--- config.mk ---
export PLATFORM = sky130hd
export DESIGN_NAME = seg_scan_capture
export DESIGN_NICKNAME = d
export VERILOG_FILES = /design/src/rtl/seg_scan_capture.sv
export SDC_FILE = /design/constraint.sdc
export NUM_CORES = 1
export LEC_CHECK = 0
export ABC_CLOCK_PERIOD_IN_PS = 3000
export CORE_MARGIN = 4
export CORE_UTILIZATION = 26
export CTS_BUF_LIST = sky130_fd_sc_hd__clkbuf_8
export DETAILED_ROUTE_END_ITERATION = 8
export SLEW_MARGIN = 5
export SYNTH_ARGS = -nofsm -noshare
export SYNTH_HDL_FRONTEND = slang
export SYNTH_SLANG_ARGS = --single-unit
--- constraint.sdc ---
create_clock -name clk -period 3 [get_ports clk]
set_input_delay 0.75 -clock clk [delete_from_list [all_inputs] [get_ports clk]]
set_output_delay 0.75 -clock clk [all_outputs]
set_load 0.01 [all_outputs]
--- src/rtl/seg_scan_capture.sv ---
// seg_scan_capture: recovers six displayed digits (BCD), decimal points and
// per-digit pattern-error flags from a scanned 7-segment seg/sel bus.
//
// state  | meaning
// WAIT   | no single digit selected; stability count held at 0
// SETTLE | one digit selected, counting consecutive identical samples
// HELD   | current dwell already captured; waiting for the bus to change
module seg_scan_capture #(
  parameter bit SEL_ACTIVE_LOW = 1'b1,
  parameter bit SEG_ACTIVE_LOW = 1'b1,
  parameter int STABLE_CYCLES  = 16,
  parameter int TIMEOUT_CYCLES = 100000
) (
  input  logic        clk,
  input  logic        rst,
  input  logic [7:0]  seg,
  input  logic [5:0]  sel,
  output logic [23:0] digits,
  output logic [5:0]  dp,
  output logic [5:0]  digit_err,
  output logic        frame_valid,
  output logic        stale
);

  localparam int SCW = $clog2(STABLE_CYCLES + 1);
  localparam int TCW = $clog2(TIMEOUT_CYCLES + 1);
  localparam logic [SCW-1:0] STABLE_MAX = SCW'(STABLE_CYCLES);
  localparam logic [TCW-1:0] TO_MAX     = TCW'(TIMEOUT_CYCLES);

  typedef enum logic [1:0] {WAIT, SETTLE, HELD} state_t;

  state_t          state, state_nxt;
  logic [7:0]      s_seg;
  logic [5:0]      s_sel;
  logic [5:0]      nsel;
  logic [7:0]      nseg;
  logic [13:0]     key, key_q;
  logic            sel_ok;
  logic [SCW-1:0]  cnt, cnt_nxt;
  logic            capture;
  logic [5:0]      seen;
  logic [TCW-1:0]  tcnt, tcnt_nxt;
  logic [3:0]      dec_code;
  logic            dec_err;

  assign nsel   = s_sel ^ {6{SEL_ACTIVE_LOW}};
  assign nseg   = s_seg ^ {8{SEG_ACTIVE_LOW}};
  assign key    = {nsel, nseg};
  assign sel_ok = (nsel != 6'd0) && ((nsel & (nsel - 6'd1)) == 6'd0);

  // Sample the raw bus and keep the previous normalised sample; reset parks
  // the sampler at the "nothing selected" level so a partial dwell is lost
  always_ff @(posedge clk) begin
    if (rst) begin
      s_sel <= {6{SEL_ACTIVE_LOW}};
      s_seg <= {8{SEG_ACTIVE_LOW}};
      key_q <= '0;
    end else begin
      s_sel <= sel;
      s_seg <= seg;
      key_q <= key;
    end
  end

  // FSM state and stability counter registers
  always_ff @(posedge clk) begin
    if (rst) begin
      state <= WAIT;
      cnt   <= '0;
    end else begin
      state <= state_nxt;
      cnt   <= cnt_nxt;
    end
  end

  // Next state, stability count and capture strobe (capture fires in the
  // cycle whose sample brings the identical-sample count to STABLE_CYCLES)
  always_comb begin
    state_nxt = state;
    cnt_nxt   = cnt;
    capture   = 1'b0;
    if (!sel_ok) begin
      state_nxt = WAIT;
      cnt_nxt   = '0;
    end else begin
      case (state)
        WAIT: begin
          state_nxt = SETTLE;
          cnt_nxt   = SCW'(1);
        end
        SETTLE: begin
          if (key == key_q) begin
            cnt_nxt = cnt + 1'b1;
            if (cnt_nxt == STABLE_MAX) begin
              capture   = 1'b1;
              state_nxt = HELD;
            end
          end else begin
            cnt_nxt = SCW'(1);
          end
        end
        HELD: begin
          if (key != key_q) begin
            state_nxt = SETTLE;
            cnt_nxt   = SCW'(1);
          end
        end
        default: begin
          state_nxt = WAIT;
          cnt_nxt   = '0;
        end
      endcase
    end
  end

  // Segment pattern to digit code; blank reads as F, anything unknown as E
  always_comb begin
    dec_err  = 1'b0;
    dec_code = 4'hE;
    case (nseg[6:0])
      7'h3F:        dec_code = 4'd0;
      7'h06:        dec_code = 4'd1;
      7'h5B:        dec_code = 4'd2;
      7'h4F:        dec_code = 4'd3;
      7'h66:        dec_code = 4'd4;
      7'h6D:        dec_code = 4'd5;
      7'h7D:        dec_code = 4'd6;
      7'h07, 7'h27: dec_code = 4'd7;
      7'h7F:        dec_code = 4'd8;
      7'h6F, 7'h67: dec_code = 4'd9;
      7'h00:        dec_code = 4'hF;
      default:      dec_err  = 1'b1;
    endcase
  end

  assign tcnt_nxt = capture ? '0 : ((tcnt == TO_MAX) ? tcnt : tcnt + 1'b1);

  // Capture into the selected digit slot, frame tracking and stale timeout;
  // a capture in the expiry cycle takes priority over raising stale
  always_ff @(posedge clk) begin
    if (rst) begin
      digits      <= 24'hFFFFFF;
      dp          <= '0;
      digit_err   <= '0;
      frame_valid <= 1'b0;
      stale       <= 1'b1;
      seen        <= '0;
      tcnt        <= '0;
    end else begin
      frame_valid <= 1'b0;
      tcnt        <= tcnt_nxt;
      if (capture) begin
        for (int k = 0; k < 6; k++) begin
          if (nsel[k]) begin
            digits[4*k +: 4] <= dec_code;
            dp[k]            <= nseg[7];
            digit_err[k]     <= dec_err;
          end
        end
        stale <= 1'b0;
        if ((seen | nsel) == 6'h3F) begin
          frame_valid <= 1'b1;
          seen        <= '0;
        end else begin
          seen <= seen | nsel;
        end
      end else if (tcnt_nxt == TO_MAX) begin
        stale <= 1'b1;
        seen  <= '0;
      end
    end
  end

endmodule

Fig. 1: clock network drawn from the DEF
(4 px per micron)
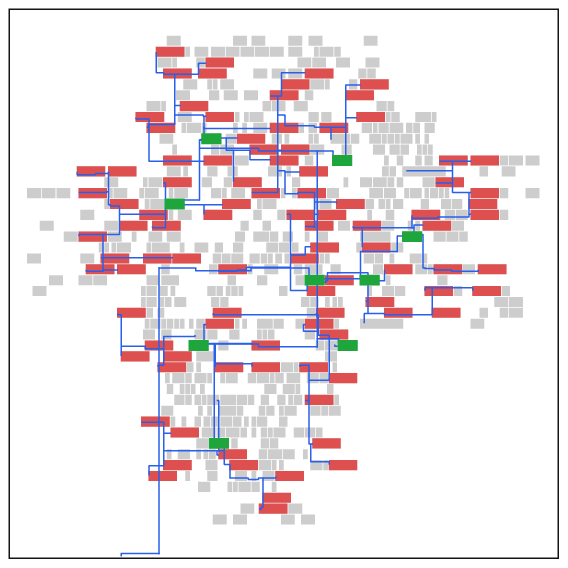
[clock wires] blue | length: 1220 microns
[clock drivers] green | count: 9
[flip-flops] red | count: 96
routed clock nets	10
clk ins delay skew pair: 0.37 ns
Clock Skew: 0.0149 ns
Clock Power: 974 uW

Fig. 2: wiring by layer
(4 px per micron) Only two layers are drawn.
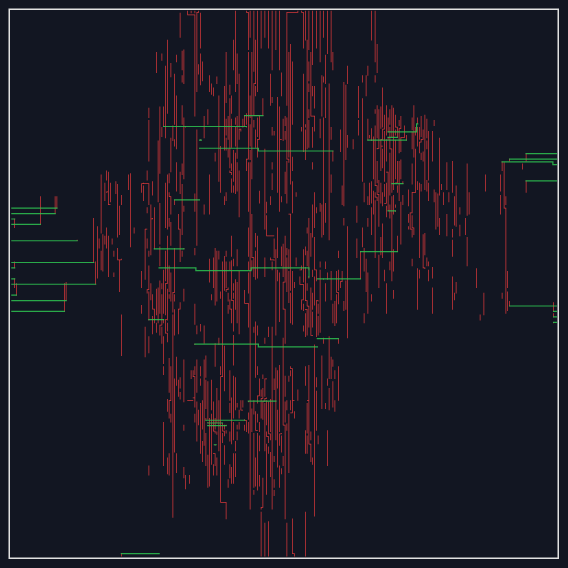
layer	colour	wire length
metal 3	green	407 microns
metal 2	red	4960 microns
average wire per standard cell: 13.9 microns
Post-Route WL: 10600 microns
via count: 3477

==> flow_summary.toml <==
# synthesis and place-and-route metrics
[die]
die_y_microns = 137
die_area_sq_um = 18700

[timing]
setup_violations = 0
tns_ns = 0
fin_crit_sh = 0.877
rsz0062_at_grt = "no"
maxSlewHeadroom = 0.610
fmax_ghz = 0.380
finalCriticalPeriod_ns = 2.63
hold_viol_final = 0

[placed_design]
dp.final_hpwl_microns = 7610

[cts]
cts_root_buf = "clkbuf_8"
cts_resized = 0
post-cts-setup-buffers = 0
cts.htree.levels = 3

[worst_hold_path]
hp-class = "flop to flop"

[job]
warning_count = 28

[critical_path]
cp.required_ns = 3.25
worstSetupPathType = "flop to flop"
slowest_delay_ns = 0.52
worstPathMaxFanout = 7

[yosys]
synth_seq_share = 0.445
edf_count = 0
synthFlopType = "dfxtp_1"
avgSynthCellArea_sq_um = 8.89
synthesis.area_sq_um = 4320

[run_status]
outcome = "completed"

[final_layout]
diodes = 0

[route]
drcViolationCount = 0
Fig. 3: local utilization
(2 px per micron) 14 x 14 tiles, from white (low) to dark blue (high), 0 to 100% covered.
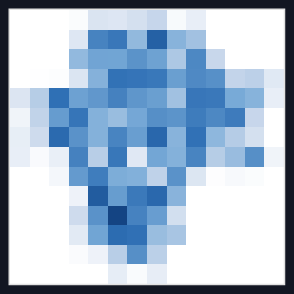
nearly empty tiles	37%
mean over tiles	27%
fullest tile	92%
tiles over 75% full	3.6%
Core Region: 16100 sq um
Core Util at FP: 0.269

## cell usage in the layout, fill, tap and decap left out, types with 7 or more instances in the layout
master / n
dfxtp_1: 96
nor2_1: 86
clkdlybuf4s50_1: 52
mux2i_1: 32
xor2_1: 24
nand2_1: 23
inv_1: 19
buf_4: 18
or2_2: 16
a21oi_1: 14
nand4_1: 14
nand3_1: 13
xnor2_1: 11
clkbuf_8: 10
nand2b_1: 9
o22ai_1: 7
## final timing paths
| path | startpoint | to | slack (ns) | cells after the start |
|---|---|---|---|---|
| setup / recovery | tcnt[1] | seen[5] | 0.37 | 8 |
| setup reg to reg | tcnt[1] | seen[5] | 0.37 | 8 |
| hold / removal | s_seg[7] | key_q[7] | 0.47 | 1 |
| hold reg to reg | s_seg[7] | key_q[7] | 0.47 | 1 |
## critical path, delay by kind of cell (launching register included)
| family | cells | cell delay (ns) |
|---|---|---|
| compound gates | 2 | 0.39 |
| fa+ha+maj | 1 | 0.31 |
| buf+inv | 1 | 0.10 |
| flops | 1 | 0.46 |
| mux | 1 | 0.25 |
| simple gates | 3 | 1.02 |
## power by group
group | internal, mW | total, mW | switching [mW]
clock network | 0.499 | 0.974 | 0.476
logic | 0.0761 | 0.172 | 0.0963
registers | 1.30 | 1.32 | 0.0274
## metal layers
layer	track usage	wire length, microns	up-vias
met4	0.0382	160	0
li1	-	-	1762
met3	0.0287	406	11
met2	0.182	4960	62
met1	0.151	5020	1642
met5	0	0	-
## layout make-up
class / instances / area [sq um] / area share
Multi-Input combinational cell: 340 / 2170 / 0.408
Sequential cell: 96 / 1920 / 0.361
Inverter: 18 / 67.6 / 0.0127
Clock inverter: 6 / 90.1 / 0.0169
Tap cell: 216 / 270 / 0.0508
Timing Repair Buffer: 71 / 661 / 0.124
Clock buffer: 10 / 138 / 0.0259
## registers in the layout (all words and copies together) (netlist names)
signal and flops:
dp 6, tcnt 17, s_seg 8, frame_valid 1
digits 24, seen 6, cnt 5, digit_err 6
s_sel 6, stale 1, state 2, key_q 14
## Yosys cell counts, types with 5 or more instances
library cell	count	area, sq um
nor3_1	5	25.0
xor2_1	24	210
o22ai_1	7	43.8
dfxtp_1	96	1920
inv_1	18	67.6
buf_2	10	50.1
mux2i_1	32	320
buf_4	5	37.5
nor2_1	86	323
a22oi_1	5	37.5
nand4_1	14	87.6
clkbuf_1	13	48.8
a21oi_1	14	70.1
nand2b_1	9	56.3
or2_2	16	100
nand2_1	23	86.3
nor2_2	5	31.3
xnor2_1	11	96.3
a21o_1	6	45.0
nand3_1	13	65.1
o21ai_0	6	30.0
## metrics by stage
stage,power (mW),hold WS (ns),std cells,area (sq um)
after detailed placement,1.52,0.445,741,5090
after global routing,2.56,0.492,757,5320
after global placement,1.52,0.438,741,5090
final,2.47,0.473,757,5320
after CTS,2.49,0.470,757,5320
after floorplan,1.47,0.425,486,4320
## kinds of logic (layout without fill, tap and decap cells)
group                    Yosys count  after routing  share of synthesized area
adder cells (fa/ha/maj)            4              4                     0.0116
buffers and inverters             50            105                     0.0530
multiplexers                      33             33                     0.0767
flip-flops                        96             96                      0.445
XOR/XNOR                          35             35                     0.0710
AND/OR/NAND/NOR                  207            207                      0.246
AND-OR/OR-AND                     61             61                     0.0970
Power and IR drop assume default switching activity.
